### Congestion heat map, run 1

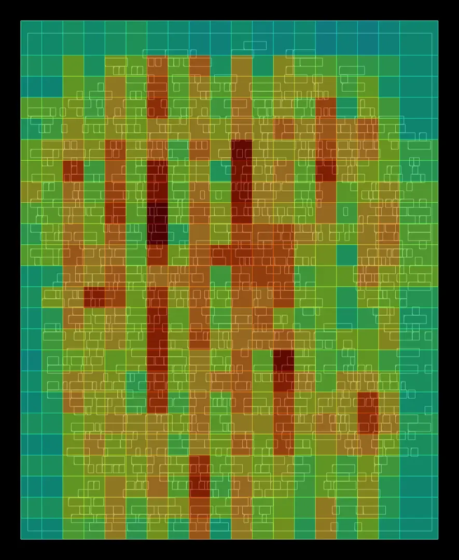
### Wiring heat map, run 1

(2 px per um) The die is cut into 27 by 34 equal tiles; white is low, dark blue is high, scaled to the fullest tile. Values are wire area over tile area, all layers added.
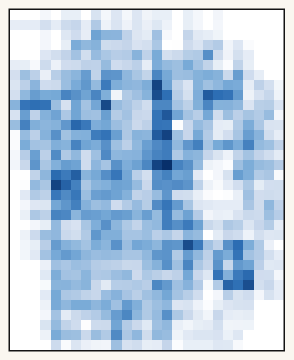
### The metal 4 layer, run 1

(3 px per um) Supply wires on this layer in gray.
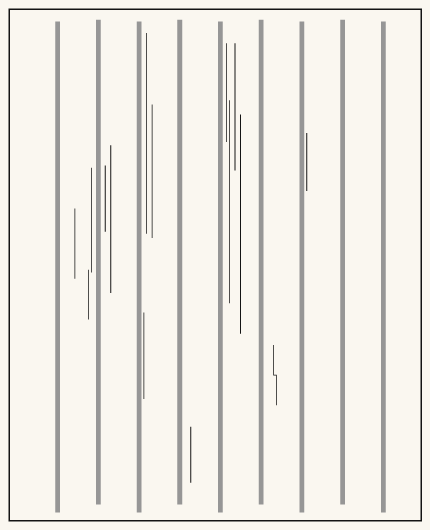
## src/rtl/seg14_scan_decoder.sv

```systemverilog
// seg14_scan_decoder
// Watches the drive side of a 12-digit multiplexed 14-segment display and
// rebuilds the characters being shown. Each sampled segment pattern is
// decoded to a 5-bit character code. The scan order digit 0 -> digit 11 is
// tracked, and each complete frame is published with a one-cycle strobe.
//
// Ports
//   clk             : single clock, rising edge
//   rst             : synchronous active-high reset
//   sel[11:0]       : one-hot digit select (bit k = digit k, zero = blank)
//   segm[13:0]      : segment pattern, bit 13 = segment a
//   frame[59:0]     : committed frame, digit k code at [5k+4:5k]
//   frame_valid     : one-cycle pulse when frame is updated
//   frame_glyph_err : committed frame held at least one unknown glyph
//   seq_err         : one-cycle pulse on a scan-order violation while locked
//   locked          : high while tracking a scan
module seg14_scan_decoder #(
  parameter int N_DIGITS = 12
) (
  input  logic                  clk,
  input  logic                  rst,
  input  logic [N_DIGITS-1:0]   sel,
  input  logic [13:0]           segm,
  output logic [5*N_DIGITS-1:0] frame,
  output logic                  frame_valid,
  output logic                  frame_glyph_err,
  output logic                  seq_err,
  output logic                  locked
);

  localparam logic [3:0] LAST = 4'(N_DIGITS - 1);

  typedef enum logic {HUNT, TRACK} state_t;

  state_t                 state;
  logic [N_DIGITS-1:0]    sel_q;
  logic [13:0]            segm_q;
  logic [3:0]             cur;
  logic                   done;
  logic                   acc;
  logic [5*N_DIGITS-1:0]  shadow;

  // Decode of the registered segment pattern.
  logic [4:0] code;
  logic       unk;
  always_comb begin
    code = 5'd31;
    unk  = 1'b0;
    case (segm_q)
      14'b11111100001001: code = 5'd0;
      14'b01100000001000: code = 5'd1;
      14'b11011011000000: code = 5'd2;
      14'b11110001000000: code = 5'd3;
      14'b01100111000000: code = 5'd4;
      14'b10110111000000: code = 5'd5;
      14'b10111111000000: code = 5'd6;
      14'b11100000000000: code = 5'd7;
      14'b11111111000000: code = 5'd8;
      14'b11110111000000: code = 5'd9;
      14'b11101111000000: code = 5'd10;
      14'b11110001010010: code = 5'd11;
      14'b10011100000000: code = 5'd12;
      14'b11110000010010: code = 5'd13;
      14'b10011110000000: code = 5'd14;
      14'b10001110000000: code = 5'd15;
      14'b01111000000000: code = 5'd16;
      14'b00000000000000: code = 5'd17;
      default:            unk  = 1'b1;
    endcase
  end

  // Digit index of the registered select plus a population count, so a
  // select with several bits set can be told apart from a single digit.
  logic [3:0] idx;
  logic [3:0] n_set;
  logic       blank;
  logic       bad;
  always_comb begin
    idx   = 4'd0;
    n_set = 4'd0;
    for (int k = 0; k < N_DIGITS; k++) begin
      if (sel_q[k]) begin
        idx   = 4'(k);
        n_set = n_set + 4'd1;
      end
    end
    blank = (n_set == 4'd0);
    bad   = (n_set > 4'd1);
  end

  // Shadow with the current sample written into its slot; also the value
  // committed to frame when digit 11 is written.
  logic [5*N_DIGITS-1:0] shadow_wr;
  int                    idx_i;
  always_comb begin
    idx_i     = int'(idx);
    shadow_wr = shadow;
    shadow_wr[5*idx_i +: 5] = code;
  end

  always_ff @(posedge clk) begin
    if (rst) begin
      state           <= HUNT;
      sel_q           <= '0;
      segm_q          <= '0;
      cur             <= 4'd0;
      done            <= 1'b0;
      acc             <= 1'b0;
      shadow          <= {N_DIGITS{5'd17}};
      frame           <= {N_DIGITS{5'd17}};
      frame_valid     <= 1'b0;
      frame_glyph_err <= 1'b0;
      seq_err         <= 1'b0;
      locked          <= 1'b0;
    end else begin
      sel_q       <= sel;
      segm_q      <= segm;
      frame_valid <= 1'b0;
      seq_err     <= 1'b0;
      case (state)
        HUNT: begin
          // Only a clean digit 0 starts tracking; everything else is noise.
          if (!blank && !bad && idx == 4'd0) begin
            shadow <= shadow_wr;
            acc    <= unk;
            cur    <= 4'd0;
            done   <= 1'b0;
            state  <= TRACK;
            locked <= 1'b1;
          end
        end
        TRACK: begin
          if (!blank) begin
            if (!bad && idx == cur && !done) begin
              // Held digit: refresh its slot.
              shadow <= shadow_wr;
              acc    <= acc | unk;
              if (idx == LAST) begin
                frame           <= shadow_wr;
                frame_glyph_err <= acc | unk;
                frame_valid     <= 1'b1;
                done            <= 1'b1;
              end
            end else if (!bad && idx == cur && done) begin
              // Digit 11 still held after its commit.
            end else if (!bad && cur < LAST && idx == cur + 4'd1) begin
              shadow <= shadow_wr;
              acc    <= acc | unk;
              cur    <= idx;
              if (idx == LAST) begin
                frame           <= shadow_wr;
                frame_glyph_err <= acc | unk;
                frame_valid     <= 1'b1;
                done            <= 1'b1;
              end
            end else if (!bad && idx == 4'd0 && cur == LAST) begin
              shadow <= shadow_wr;
              acc    <= unk;
              cur    <= 4'd0;
              done   <= 1'b0;
            end else begin
              // Out-of-order or multi-hot select: drop the partial frame.
              seq_err <= 1'b1;
              state   <= HUNT;
              locked  <= 1'b0;
            end
          end
        end
        default: begin
          state  <= HUNT;
          locked <= 1'b0;
        end
      endcase
    end
  end

endmodule
```

## config.mk

```make
export PLATFORM = sky130hd
export DESIGN_NAME = seg14_scan_decoder
export DESIGN_NICKNAME = d
export VERILOG_FILES = /design/src/rtl/seg14_scan_decoder.sv
export SDC_FILE = /design/constraint.sdc
export NUM_CORES = 1
export LEC_CHECK = 0
export CELL_PAD_IN_SITES_DETAIL_PLACEMENT = 0
export CELL_PAD_IN_SITES_GLOBAL_PLACEMENT = 2
export CORE_ASPECT_RATIO = 1.25
export CORE_MARGIN = 2
export CORE_UTILIZATION = 40
export DETAILED_ROUTE_END_ITERATION = 8
export DONT_BUFFER_PORTS = 1
export PLACE_DENSITY = 0.85
export SLEW_MARGIN = 20
export SYNTH_ARGS = -nofsm -noshare
export SYNTH_HDL_FRONTEND = slang
export SYNTH_SLANG_ARGS = --single-unit
```

## constraint.sdc

```tcl
create_clock -name clk -period 9.8 [get_ports clk]
set_input_delay 0.98 -clock clk [delete_from_list [all_inputs] [get_ports clk]]
set_output_delay 0.98 -clock clk [all_outputs]
set_load 0.05 [all_outputs]
```

==> impl_results.rst, run 1 <==
Run summary
-----------

.. list-table::
   :header-rows: 1

   * - Metric
     - Value
   * - Area of the die
     - 23300 um2
   * - Post-synth regs
     - 157
   * - Worst-Margin Slew
     - 1.13 ns
   * - Post-Synthesis Mean Instance Area
     - 8.83 um2
   * - Violation count after the first detailed-routing iteration
     - 402
   * - Most frequent cell after synthesis
     - dfxtp_1
   * - Yosys chip area
     - 8820 um2
   * - Wire length of the first global-routing pass
     - 37.9 mm
   * - Max-capacitance violation count
     - 0
   * - Most Frequent Cell on Critical Path
     - ha_1
   * - Post-synthesis instance area
     - 8820 um2
   * - Worst Path Buf+Inv
     - 2
   * - Ratio of total power to cell area
     - 180 nW/um2
   * - Status
     - finished clean
   * - GR met3 Demand/Resource
     - 0.0393
   * - Count of library flops with an enable pin
     - 0
   * - Achievable Freq
     - 130 MHz
   * - Setup crit start kind
     - flip-flop
   * - CTS H-tree lvls
     - 4
   * - Worst clock skew
     - 0.0132 ns
   * - WL met1
     - 9.87 mm
   * - Dominant Register Cell
     - dfxtp_1
   * - DRC violations left
     - 0
   * - Share of the clock period used by the worst path after layout
     - 0.787
   * - Width of the die
     - 137 um
   * - Maximum number of pins on one net before global-route repair
     - 123
   * - Average via count per standard cell
     - 5.62
   * - Final Hold Slack
     - 0.459 ns
   * - Termination of the worst setup path
     - shadow[21]
   * - Shortest period the worst path allows
     - 7.72 ns
   * - Regs by FF count
     - frame: 60 flops, shadow: 60 flops, segm_q: 14 flops
   * - Post-synthesis cell count
     - 998
   * - Antenna violations before repair
     - 0
   * - CP Launch Point
     - sel_q[0]
About 'Congestion heat map':
global router's overall resource usage: 0.208
routed length per placed instance: 18.8 um
GR met2 Demand/Resource: 0.373
GRT met1 Usage: 0.244

About 'Wiring heat map':
nearly empty tiles: 13%
tiles over half the peak: 19%
mean over tiles: 0.16
densest ninth of the die: middle
fullest tile: 0.51

About 'The metal 4 layer':
longest straight run: 72.8 um
share of all routed wire: 2.4%
total length of routed wires: 23.4 mm
detailed-route via count: 6998

==> run 1: cells by family (layout without fill, tap and decap cells) <==
family | Yosys count | count (layout) | synth area share
AND-OR/OR-AND | 213 | 213 | 0.162
AND/OR/NAND/NOR | 342 | 342 | 0.202
flip-flops | 157 | 157 | 0.356
multiplexers | 125 | 125 | 0.149
XOR/XNOR | 42 | 42 | 0.0563
adder cells (fa/ha/maj) | 19 | 19 | 0.0270
buffers and inverters | 100 | 68 | 0.0464
==> run 1: power by group through the flow <==
stage / combinational (mW) / sequential [mW] / clock, mW
after floorplan: 0.313 / 0.663 / 0
after global placement: 0.377 / 0.673 / 0
after detailed placement: 0.378 / 0.673 / 0
after CTS: 0.380 / 0.658 / 0.702
after global routing: 0.424 / 0.660 / 0.726
final: 0.379 / 0.658 / 0.685
==> run 1: cell type report <==
cell class / count / area (um2)
Fill cell: 2153 / 12000
Multi-Input combinational cell: 741 / 5320
Sequential cell: 157 / 3140
Clock buffer: 19 / 443
Tap cell: 279 / 349
Clock inverter: 13 / 163
Inverter: 27 / 101
Timing Repair Buffer: 9 / 67.6
==> run 1: through the flow <==
stage               worst slack (ns)   util  instances  total power, mW
floorplan                       3.03      -        998            0.976
global placement                2.24  0.415       1213             1.05
detailed placement              2.11  0.415       1213             1.05
CTS                             2.07  0.443       1245             1.74
global route                    1.43  0.443       1245             1.81
finish                          2.08  0.443       1245             1.72
==> run 1: worst register-to-register path: cells and delay by family (launching register included) <==
| family | cells | cell delay (ns) |
|---|---|---|
| AND-OR/OR-AND | 9 | 1.98 |
| buffers and inverters | 2 | 0.19 |
| XOR/XNOR | 4 | 0.80 |
| flip-flops | 1 | 0.37 |
| multiplexers | 5 | 1.56 |
| adder cells (fa/ha/maj) | 5 | 1.56 |
| AND/OR/NAND/NOR | 4 | 1.16 |
## Run 2: what changed since run 1
--- a/config.mk
+++ b/config.mk
@@ -9,10 +9,10 @@
 export CELL_PAD_IN_SITES_GLOBAL_PLACEMENT = 2
 export CORE_ASPECT_RATIO = 1.25
 export CORE_MARGIN = 2
-export CORE_UTILIZATION = 40
+export CORE_UTILIZATION = 36
 export DETAILED_ROUTE_END_ITERATION = 8
 export DONT_BUFFER_PORTS = 1
-export PLACE_DENSITY = 0.85
+export PLACE_DENSITY = 0.81
 export SLEW_MARGIN = 20
 export SYNTH_ARGS = -nofsm -noshare
 export SYNTH_HDL_FRONTEND = slang
==> constraint.sdc (replaced) <==
create_clock -name clk -period 6.9 [get_ports clk]
set_input_delay 0.69 -clock clk [delete_from_list [all_inputs] [get_ports clk]]
set_output_delay 0.69 -clock clk [all_outputs]
set_load 0.05 [all_outputs]
==> impl_results.rst, run 2 <==
Run summary
-----------

.. list-table::
   :header-rows: 1

   * - Metric
     - Value
   * - Violation count after the first detailed-routing iteration
     - 401 (was 402)
   * - CTS H-tree lvls
     - 4 (unchanged)
   * - Hold Path Stages
     - 1 (was 2)
   * - Regs by FF count
     - frame: 60 flops, shadow: 60 flops, segm_q: 14 flops (unchanged)
   * - Part of the power in registers
     - 0.387 (was 0.382)
   * - Num ports
     - 92 (unchanged)
   * - Shortest period the worst path allows
     - 6.51 ns (was 7.72 ns)
   * - Number of cells in Yosys stat
     - 998 (unchanged)
   * - Tot Pwr
     - 2.42 mW (was 1.72 mW)
   * - Post-synthesis cell count
     - 998 (unchanged)
   * - Net switching power figure
     - 776 uW (was 563 uW)
   * - Max-capacitance violation count
     - 0 (unchanged)
   * - Hold/Removal Path Class
     - input port to flip-flop (was flip-flop to flip-flop)
   * - Category of the worst setup path capture point
     - flip-flop (unchanged)
   * - Dominant power group
     - registers (was the clock network)
   * - Count of library flops with an enable pin
     - 0 (unchanged)
   * - Worst-Margin Slew
     - 1.14 ns (was 1.13 ns)
   * - Most frequent cell after synthesis
     - dfxtp_1 (unchanged)
   * - Status
     - finished clean (unchanged)
   * - Depth of the worst register-to-register path
     - 28 (was 29)
   * - DRC violations left
     - 0 (unchanged)
   * - Ratio of total power to cell area
     - 246 nW/um2 (was 180 nW/um2)
   * - Final core utilization
     - 0.406 (was 0.443)
   * - Setup crit start kind
     - flip-flop (unchanged)
   * - Average via count per standard cell
     - 5.37 (was 5.62)
   * - Combinational group power
     - 594 uW (was 379 uW)
   * - Antenna violations before repair
     - 0 (unchanged)
   * - Post-Synthesis Mean Instance Area
     - 8.83 um2 (unchanged)
   * - Global router's overall resource usage
     - 0.191 (was 0.208)
   * - Wire length of the first global-routing pass
     - 38.3 mm (was 37.9 mm)
   * - Share of the clock period used by the worst path after layout
     - 0.944 (was 0.787)
   * - Worst clock skew
     - 0.0114 ns (was 0.0132 ns)
   * - Seq pwr
     - 936 uW (was 658 uW)
   * - Width of the die
     - 144 um (was 137 um)
   * - Worst hold endpoint
     - segm_q[5] (was shadow[17])
   * - Cell taking the most area after synthesis
     - dfxtp_1 (unchanged)
   * - Reported clock group power
     - 890 uW (was 685 uW)
   * - Hold violation count in the final report
     - 0 (unchanged)
   * - CTS Root Cell
     - clkbuf_16 (unchanged)
   * - Yosys chip area
     - 8820 um2 (unchanged)
   * - Routed length per placed instance
     - 18.4 um (was 18.8 um)
   * - Dominant Register Cell
     - dfxtp_1 (unchanged)
   * - Achievable Freq
     - 154 MHz (was 130 MHz)
   * - Worst Path Buf+Inv
     - 2 (unchanged)
   * - Post-synth regs
     - 157 (unchanged)
   * - Area of the die
     - 25800 um2 (was 23300 um2)
   * - Maximum number of pins on one net before global-route repair
     - 123 (unchanged)
   * - Area share of the largest cell type after synthesis
     - 0.356 (unchanged)
-- run 2: worst max path at each step --
stage             start          to  slack [ns]  depth (start not counted)
2_1_floorplan  sel_q[0]   shadow[1]        0.13                         33
3_3_place_gp   sel_q[1]   shadow[2]        0.22                         33
3_5_place_dp   sel_q[1]  shadow[49]        0.03                         32
4_1_cts        sel_q[0]  shadow[21]        0.05                         32
5_1_grt        sel_q[2]      cur[1]       -0.13                         28
6_report       sel_q[2]      cur[1]        0.39                         28
-- run 2: timing repair --
item,4_1_cts,5_1_grt
hold endpoints to repair,0,0
setup buffers,0,1
hold buffers,0,0
gates resized,3,23
pin swaps,0,5
setup endpoints to repair,14,131
-- run 2: cell type report --
class	count	area, um2
multi-input combinational	741	5430
sequential	157	3150
fill	2444	14400
inverter	27	101
timing repair buffer	25	208
clock inverter	13	116
clock buffer	18	429
tap	330	413
-- run 2: cell families after synthesis --
| family | count (synthesis) | synth area share |
|---|---|---|
| AOI/OAI and AO/OA | 213 | 0.162 |
| xor gates and xnor gates | 42 | 0.0563 |
| adders and majority gates | 19 | 0.0270 |
| buffers and inverters | 100 | 0.0464 |
| DFF | 157 | 0.356 |
| muxes | 125 | 0.149 |
| and+or+nand+nor | 342 | 0.202 |
-- run 2: through the flow --
stage	hold slack [ns]	std cells	setup slack, ns	TNS [ns]
floorplan	0.432	998	0.128	0
finish	0.329	1311	0.388	0
detailed placement	0.448	1279	0.0275	0
global route	0.309	1311	-0.128	-0.149
CTS	0.301	1310	0.0465	0
global placement	0.440	1279	0.217	0
-- run 2: routing by layer --
layer	wire length [um]	GRT usage	up-vias	part of all wire
met5	0	0	-	0
met4	390	0.0605	0	0.016
met3	787	0.0377	28	0.033
met2	12700	0.344	99	0.53
met1	10300	0.226	3378	0.43
li1	-	-	3536	-
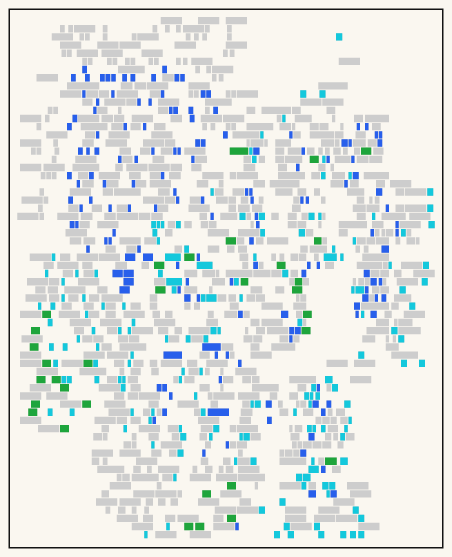
*Gate-type map, run 2*
(3 px per um)
legend:
  NOR gates:
    color: cyan
    cells: 156
    most_used: nor2_1
  NAND gates:
    color: blue
    cells: 153
    most_used: nand2_1
  AND-OR and OR-AND gates:
    color: green
    cells: 32
    most_used: a211o_1
multi-input gate share of total cell area: 0.552
most used logic cell in the final layout: dfxtp_1

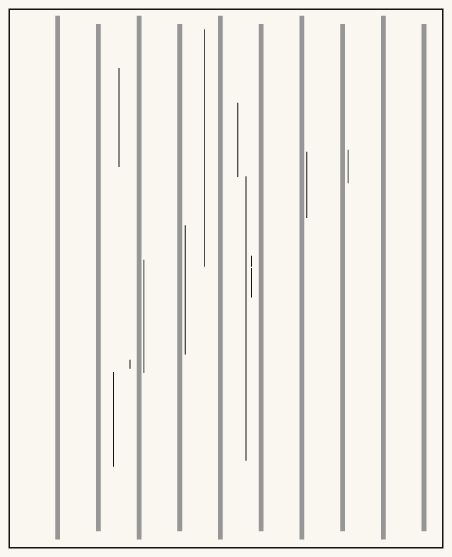
*The metal 4 layer, run 2*
(3 px per um) Supply wires on this layer in gray.
wire length on this layer: 390 um
longest straight run: 94.5 um
nets with wire on the layer: 8
share of all routed wire: 1.6%
main direction: vertical
total length of routed wires: 24.1 mm
detailed-route via count: 7041

Power is estimated from default activity; no workload was simulated.
